[config.mk]
export PLATFORM = sky130hd
export DESIGN_NAME = ahb_lite_master
export DESIGN_NICKNAME = d
export VERILOG_FILES = /design/src/rtl/ahb_lite_master.sv
export SDC_FILE = /design/constraint.sdc
export NUM_CORES = 1
export LEC_CHECK = 0
export CAP_MARGIN = 0
export CORE_ASPECT_RATIO = 1.2
export CORE_MARGIN = 4
export CORE_UTILIZATION = 30
export CTS_BUF_LIST = sky130_fd_sc_hd__clkbuf_4
export CTS_CLUSTER_DIAMETER = 40
export CTS_CLUSTER_SIZE = 24
export DETAILED_ROUTE_END_ITERATION = 12
export PLACE_DENSITY_LB_ADDON = 0.1
export SLEW_MARGIN = 10
export SYNTH_ARGS = -nofsm -noshare
export SYNTH_HDL_FRONTEND = slang
export SYNTH_SLANG_ARGS = --single-unit
[constraint.sdc]
create_clock -name hclk -period 4.9 [get_ports hclk]
set_input_delay 0.49 -clock hclk [delete_from_list [all_inputs] [get_ports hclk]]
set_output_delay 0.49 -clock hclk [all_outputs]
set_load 0.02 [all_outputs]
[src/rtl/ahb_lite_master.sv]
// AHB-Lite single-transfer master: cmd -> NONSEQ, pipelined A/D slots,
// two-cycle ERROR cancel with re-issue, and data-phase wait timeout.
// Ports: hclk/hreset; cmd_* request (valid/ready); rsp_* completion pulse;
//        h* AHB-Lite master signals (hsize/hburst fixed to word/single).
module ahb_lite_master #(
  parameter int ADDR_W   = 32,
  parameter int WAIT_MAX = 16
) (
  input  logic              hclk,
  input  logic              hreset,
  input  logic              cmd_valid,
  output logic              cmd_ready,
  input  logic              cmd_write,
  input  logic [ADDR_W-1:0] cmd_addr,
  input  logic [31:0]       cmd_wdata,
  output logic              rsp_valid,
  output logic              rsp_write,
  output logic [31:0]       rsp_rdata,
  output logic              rsp_err,
  output logic              hsel,
  output logic              hwrite,
  output logic [ADDR_W-1:0] haddr,
  output logic [1:0]        htrans,
  output logic [2:0]        hsize,
  output logic [2:0]        hburst,
  output logic [31:0]       hwdata,
  input  logic [31:0]       hrdata,
  input  logic              hready,
  input  logic              hresp
);

  // bit0 = address slot valid, bit1 = data slot valid
  typedef enum logic [1:0] {
    S_IDLE = 2'b00,
    S_ADDR = 2'b01,
    S_DATA = 2'b10,
    S_AD   = 2'b11
  } state_t;

  localparam logic [7:0] WLIM = 8'(WAIT_MAX - 1);
  localparam logic [ADDR_W-1:0] AMASK = {{(ADDR_W-2){1'b1}}, 2'b00};

  state_t            state_q, state_d;
  logic              cancel_q;
  logic [7:0]        wcnt_q;
  logic [ADDR_W-1:0] haddr_q;
  logic              hwrite_q;
  logic [31:0]       a_wdata_q;
  logic              d_write_q;
  logic [31:0]       hwdata_q;
  logic              rsp_valid_q, rsp_write_q, rsp_err_q;
  logic [31:0]       rsp_rdata_q;

  logic a_v, d_v, abort, accept, adv, done, a_nxt, d_nxt;

  always_comb begin
    a_v = (state_q == S_ADDR) || (state_q == S_AD);
    d_v = (state_q == S_DATA) || (state_q == S_AD);
    // abort on the cycle whose low hready would make the count WAIT_MAX
    abort = d_v && !hready && (wcnt_q == WLIM);
    cmd_ready = !hreset && !abort && !cancel_q && (!a_v || hready);
    accept = cmd_valid && cmd_ready;
    // the cancelled address phase is IDLE on the bus, so A stays put
    adv = a_v && hready && !cancel_q;
    done = d_v && hready;
    d_nxt = adv ? 1'b1 : ((done || abort) ? 1'b0 : d_v);
    a_nxt = abort ? 1'b0 : (accept ? 1'b1 : (adv ? 1'b0 : a_v));
    state_d = state_t'({d_nxt, a_nxt});
  end

  always_ff @(posedge hclk or posedge hreset) begin
    if (hreset) begin
      state_q     <= S_IDLE;
      cancel_q    <= 1'b0;
      wcnt_q      <= 8'd0;
      haddr_q     <= '0;
      hwrite_q    <= 1'b0;
      a_wdata_q   <= 32'd0;
      d_write_q   <= 1'b0;
      hwdata_q    <= 32'd0;
      rsp_valid_q <= 1'b0;
      rsp_write_q <= 1'b0;
      rsp_rdata_q <= 32'd0;
      rsp_err_q   <= 1'b0;
    end else begin
      state_q <= state_d;
      if (accept) begin
        haddr_q   <= cmd_addr & AMASK;
        hwrite_q  <= cmd_write;
        a_wdata_q <= cmd_wdata;
      end
      if (adv) begin
        d_write_q <= hwrite_q;
        if (hwrite_q) hwdata_q <= a_wdata_q;
      end
      if (done || abort) cancel_q <= 1'b0;
      else if (d_v && hresp && !hready) cancel_q <= 1'b1;
      if (done || abort) wcnt_q <= 8'd0;
      else if (d_v && !hready) wcnt_q <= wcnt_q + 8'd1;
      rsp_valid_q <= done || abort;
      rsp_write_q <= (done || abort) && d_write_q;
      rsp_rdata_q <= (done && !hresp && !d_write_q) ? hrdata : 32'd0;
      rsp_err_q   <= abort || (done && hresp);
    end
  end

  assign hsel      = a_v;
  assign htrans    = (a_v && !cancel_q) ? 2'b10 : 2'b00;
  assign haddr     = haddr_q;
  assign hwrite    = hwrite_q;
  assign hsize     = 3'b010;
  assign hburst    = 3'b000;
  assign hwdata    = hwdata_q;
  assign rsp_valid = rsp_valid_q;
  assign rsp_write = rsp_write_q;
  assign rsp_rdata = rsp_rdata_q;
  assign rsp_err   = rsp_err_q;

endmodule

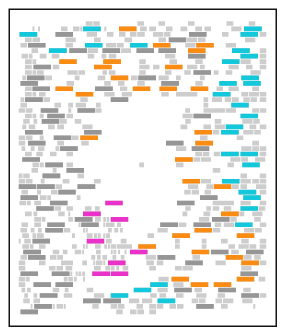
*Register map, names as in the netlist*
Drawn at 2 px/um. Other sequential cells in the stronger grey, the rest of the logic in the fainter grey.
colour	signal	flops
orange	hwdata	32
magenta	wcnt_q	8
cyan	haddr	30
not coloured	72
Seq power: 1880 uW
area of all sequential standard cells: 0.00355 mm^2

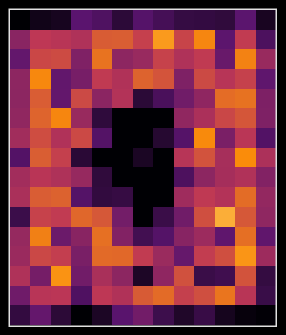
*Placement density heat map*
Drawn at 2 px/um. 13 x 16 tiles, from black (low) to pale yellow (high), 0 to 100% covered.
tiles over 75% full	1.9%
nearly empty tiles	8.7%
emptiest ninth of the die	centre
densest ninth of the die	middle right
mean over tiles	37%
initial cell density of the core: 30.7%
core area: 0.0182 mm^2
core occupancy in the finished layout: 44.4%

==> out/qor.rpt <==
==================================================================================
Final-report max-slew violation count                                            0
HPWL after DPL                                                             8860 um
Number of signal-net inverters in the final layout                               7
Overall fraction of global-route tracks in use                               12.8%
Worst Slack Setup Final                                                    2.05 ns
Fraction of area in multi-input gates                                        23.3%
Instance area after placement                                         0.00778 mm^2
Count of flip-flops with a built-in enable after synthesis                       0
Synth Instances                                                                354
Element type at the critical path start                                 input port
Initial antenna violation count                                                  1
Number of cells after detailed placement                                       765
Number of cells traversed by the worst register-to-register path                 6
Most common cell in the synthesized netlist                           sky130_fd_sc_hd__dfrtp_1
IO buf count                                                                   200
Final setup vio count                                                            0
Clock Skews                                                              0.0283 ns
Share of power burned in registers                                           41.2%
Proportion of cell area occupied by registers                                43.9%
Largest stage delay, worst path                                            0.62 ns
Critical R2R Capture                                                     haddr[19]
Share of the synthesized netlist area taken by xor and xnor gates           0.313%
CTS-repair resized insts                                                         0
Transition at the pin with the smallest max-transition slack               1.06 ns
Mean instance size in the synthesized netlist                            15.8 um^2
Simple-Gate Area Share                                                       6.79%
Layout filler cell count                                                      1717
Cell Pwr Density                                                       564 mW/mm^2
Fraction of synthesized area in multiplexers                                 23.5%
CTS Root Cell                                                         sky130_fd_sc_hd__clkbuf_4
Synth warn                                                                       0
Power share of the clock group                                               17.6%
Quantity of hold-fixing buffers added after cts                                  0
Cell with the most instances on the worst path                        sky130_fd_sc_hd__clkdlybuf4s50_1
Final std cell area, no fill                                          0.00809 mm^2
Most area-consuming cells after synthesis                             sky130_fd_sc_hd__dfrtp_1, sky130_fd_sc_hd__mux2_4, sky130_fd_sc_hd__mux2_2, sky130_fd_sc_hd__and2_1, sky130_fd_sc_hd__buf_4
Critical Path Sink Type                                                output port
F_max                                                                    0.351 GHz
Peak supply drop                                                            176 uV
I/O pin count                                                                  212
Dominant cell type by area after synthesis                            sky130_fd_sc_hd__dfrtp_1
Total Negative Setup Slacks                                                   0 ns
TritonCTS clock tree                                                         built
Main power group                                                         registers
Switching power                                                            1480 uW
Skew-Pair Late Insertion Delay                                             0.53 ns
Run status                                                            finished clean
Asr flop ratio synth                                                          100%
Endpoints failing hold                                                           0
Post-synthesis to final-layout area growth                                   44.4%
Category of the critical setup timing path                               in -> out
Post-layout minimum cycle time                                             2.85 ns
Adder and majority cell fraction of the synthesized area                    0.223%
Total congestion overflow                                                        0
Tapcell Cnt                                                                    224
Die Size                                                               0.0209 mm^2
Count of tool warnings                                                          30
Largest fanout of any net on the critical path                                   7
Vias in the first global route                                                3821
Slew margin rel.                                                             29.3%
Sequential cell count                                                          142
Unique masters post-synth                                                       34
Detail-routed via count per cell                                              4.36
Required time at the endpoint of the critical path                         4.41 ns
Classification of the worst-slack hold path                              in -> reg
Internal power summed over all cells                                       3080 uW
Endpoint arrival time on the critical path                                 2.36 ns
Horizontal die dimension                                                    133 um
Period utilization                                                           58.1%
Relative area of non-clock buffer cells in the final design                  25.1%
Family of cells with the greatest summed delay on the critical path   buffers and inverters
Fraction of power consumed by combinational cells                            41.2%
Non-filler instance count after layout                                         798
Area fraction in compound gates after synthesis                              2.10%
Nets                                                                           663
==================================================================================
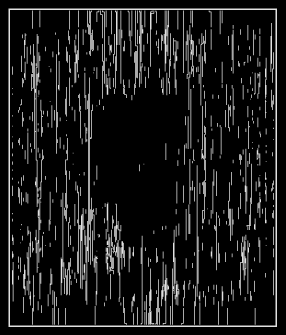
*Metal 2*
Drawn at 2 px/um.
wire length on this layer	5730 um
longest straight run	84.0 um
main direction	vertical
share of all routed wire	45%
met2 global-route usage: 18.8%
Final Routed Wirelength: 12900 um
number of vias in the routed layout: 3481

[worst max-delay path by stage]
stage	slack, ns	end	startpoint	cells after the start
finish	2.05	cmd_ready	hready	5
global route	1.90	cmd_ready	wcnt_q[0]	5
CTS	1.98	cmd_ready	wcnt_q[0]	5
detailed placement	1.62	haddr[17]	hready	6
global placement	1.70	haddr[6]	hready	6
floorplan	0.60	a_wdata_q[0]	hreset	1
[cell usage in the layout, fill, tap and decap left out, types with 3 or more instances in the layout]
| cell type | Yosys | final |
|---|---|---|
| sky130_fd_sc_hd__buf_4 | 9 | 4 |
| sky130_fd_sc_hd__o22ai_1 | 3 | 3 |
| sky130_fd_sc_hd__o21ai_0 | 3 | 3 |
| sky130_fd_sc_hd__bufinv_16 | 0 | 3 |
| sky130_fd_sc_hd__a21boi_0 | 3 | 3 |
| sky130_fd_sc_hd__inv_6 | 0 | 4 |
| sky130_fd_sc_hd__mux2_4 | 60 | 60 |
| sky130_fd_sc_hd__mux2_2 | 35 | 35 |
| sky130_fd_sc_hd__dfrtp_1 | 142 | 142 |
| sky130_fd_sc_hd__conb_1 | 2 | 9 |
| sky130_fd_sc_hd__clkbuf_4 | 0 | 19 |
| sky130_fd_sc_hd__inv_1 | 6 | 5 |
| sky130_fd_sc_hd__nand3_1 | 5 | 4 |
| sky130_fd_sc_hd__clkdlybuf4s50_1 | 0 | 200 |
| sky130_fd_sc_hd__nand2_1 | 11 | 11 |
| sky130_fd_sc_hd__and2_1 | 34 | 34 |
[metal layers]
metal,vias up,global-route usage [%],wire length [um]
met5,-,0,0
met4,0,3.86,102
met3,6,7.57,1530
met2,166,18.8,5730
met1,1708,15.8,5500
li1,1601,-,-
Power figures rest on the tool's default switching activity, not on a simulated workload.
